### Metal layers overlaid

Bar = 50 µm.
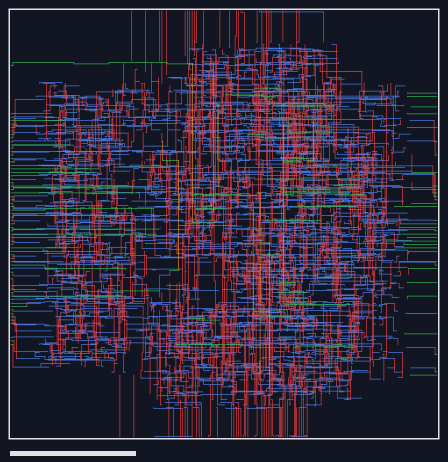
### The clock network

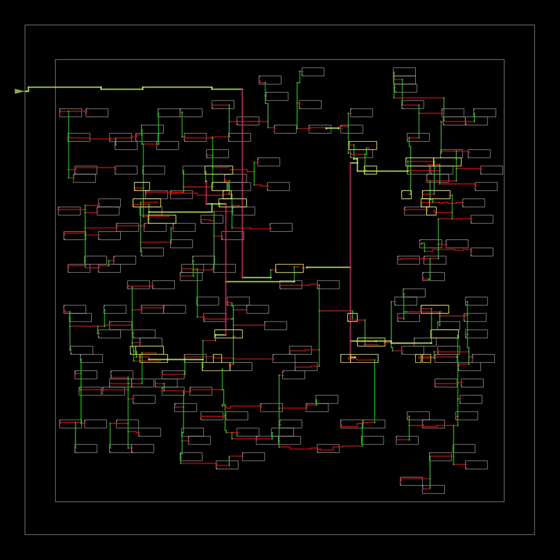
### Drive-strength map

Bar = 50 µm.
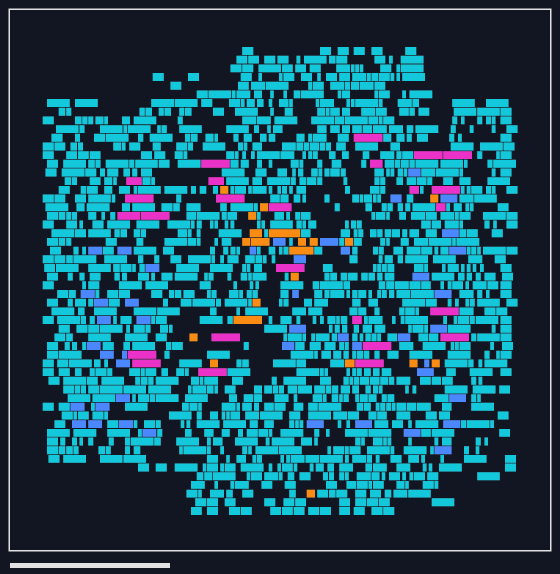
### Sequential cells grouped by signal name

Bar = 50 µm.
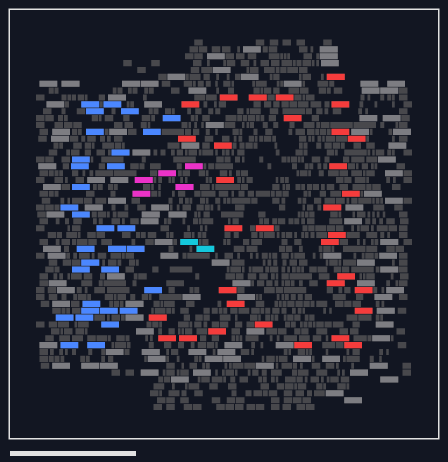
### Nets reached from selected ports

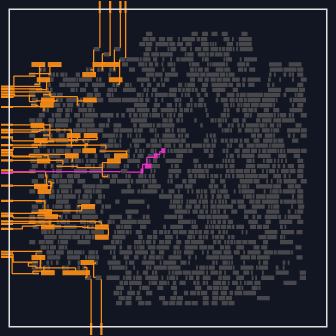
==> config.mk <==
export PLATFORM = sky130hd
export DESIGN_NAME = restoring_divider
export DESIGN_NICKNAME = d
export VERILOG_FILES = /design/src/rtl/divider_pkg.sv /design/src/rtl/div_step.sv /design/src/rtl/restoring_divider.sv
export SDC_FILE = /design/constraint.sdc
export NUM_CORES = 1
export LEC_CHECK = 0
export CAP_MARGIN = 0
export CORE_MARGIN = 10
export CORE_UTILIZATION = 45
export DETAILED_ROUTE_END_ITERATION = 10
export HOLD_SLACK_MARGIN = 0.03
export MAX_ROUTING_LAYER = met4
export PLACE_DENSITY = 0.69
export SLEW_MARGIN = 20
export SYNTH_ARGS = -nofsm -noshare
export SYNTH_HDL_FRONTEND = slang
export SYNTH_SLANG_ARGS = --single-unit
==> constraint.sdc <==
create_clock -name i_clk -period 6.2 [get_ports i_clk]
set_input_delay 1.55 -clock i_clk [delete_from_list [all_inputs] [get_ports i_clk]]
set_output_delay 1.55 -clock i_clk [all_outputs]
set_load 0.05 [all_outputs]
==> out/metrics.yaml <==
timing.max_cap.violations: 0
htreeDepth: 4
critPathRequiredTime_ns: 6.55
grt_pass1_wl_mm: 46.5
grt-busiest-layer: "met2"
dr_wl_met3_mm: 2.09
drc: 0
slowest_delay_ns: 0.62
top_cell: "dfxtp_1"
max_freq_mhz: 202
cp_slowest_cell: "or4_1"
crit_path_frequent_cell: "or4_1"
crit_arrival_ns: 5.30
largest_class: "multi-input combinational cells"
finalMaxSlewViolations: 0
dieArea_um2: 28600
lay_top_count: "dfxtp_1"
grt_pass1_vias: 8887
route.met2.wl_mm: 12.9
drive_above_1_share: 0.0704
gp_congestion: 0.912
top_area_frac: 0.344
crit_buf_inv: 3
critical_path.endpoint_type: "flip-flop"
netlist_area_um2: 10000
dpl.cell_count: 1556
rsz0062_at_grt: "false"
die_h_um: 169
ys.flops: 172
synthTopCellsByCount: "dfxtp_1, nor2_1, a21oi_1"
comb_area_share: 0.482
use_met2: 0.309
grt_use_met3: 0.0528
grt-ovfl-total: 0
max-slew-margin-rel: 0.409
stdcell_count: 1587
post_cts_resized: 0
min_path_type: "flip-flop to flip-flop"
largest_reg_flops: 33
postCtsHoldBufs: 0
area_growth_pct: 23.5
warnings: 27
clockRootBuffer: "clkbuf_16"
post_cts_buffers: 0
postSynthSeqShare: 0.344
min_period_ns: 4.95
holdPathStages: 2
row_count: 54
use_met1: 0.262
synth_cell_types: 63
start_kind: "input pin"
insertion_delay_ns: 0.43
buffer_area_frac: 0.143
dr.pass1.iters: 5
mostFrequentLayoutCells: "dfxtp_1, clkdlybuf4s50_1, nor2_1"
path_cells: "clkdlybuf4s50_1 > inv_1 > ha_1 > nand4_1 > or4_1 > or4_1 > o32ai_2 > nor3_1 > o21ai_4 > buf_4 > o21ai_1 > a21oi_1"
combGateArea_um2: 5970
cts.sinks: 172
status: "finished clean"
top_area_cell: "dfxtp_1"
fa_ha_area_frac: 0.0856
tap_cells: 280
placedInstanceArea_um2: 11800
finalHoldViolCount: 0
logic_family: "AND-OR/OR-AND gates"
## Picture notes: 'Metal layers overlaid'
[green] metal 3 | wire length: 2090 µm
[red] metal 2 | wire length: 12900 µm
[blue] metal 1 | wire length: 13600 µm
[orange] metal 4 | wire length: 454 µm
Post-Route WL: 29.1 mm
vias: 8905
total global-route track usage: 0.203
DR WL/cell: 18.3 µm

## Picture notes: 'The clock network'
Final Skew: 0.00948 ns
Num CTS Buffers: 17

## Picture notes: 'Drive-strength map'
[magenta] _6 and larger | cells: 25 | share: 1.9% | most used: clkbuf_16
[cyan] _0 and _1 cells | cells: 1214 | share: 93% | most used: dfxtp_1
[orange] _3 and _4 cells | cells: 21 | share: 1.6% | most used: buf_4
[blue] _2 cells | cells: 46 | share: 3.5% | most used: a211oi_2
fin area: 12400 µm²
Non-clk bufs: 178
final worst slack: 1.25 ns

## Picture notes: 'Sequential cells grouped by signal name'
[magenta] `cnt` | sequential cells: 5
[blue] `q` | sequential cells: 32
[red] `r` | sequential cells: 33
[cyan] `state` | sequential cells: 2
not coloured: 100
Core Util, Final: 0.565
Register Area: 3440 µm²

## Picture notes: 'Nets reached from selected ports'
[magenta] `i_start` | direction: input | end cells: 5 | buffers: 1 | wire: 90.0 µm
[orange] `o_quotient` | direction: output | end cells: 32 | buffers: 32 | wire: 1330 µm
IO Count: 167
count of input and output buffers: 166

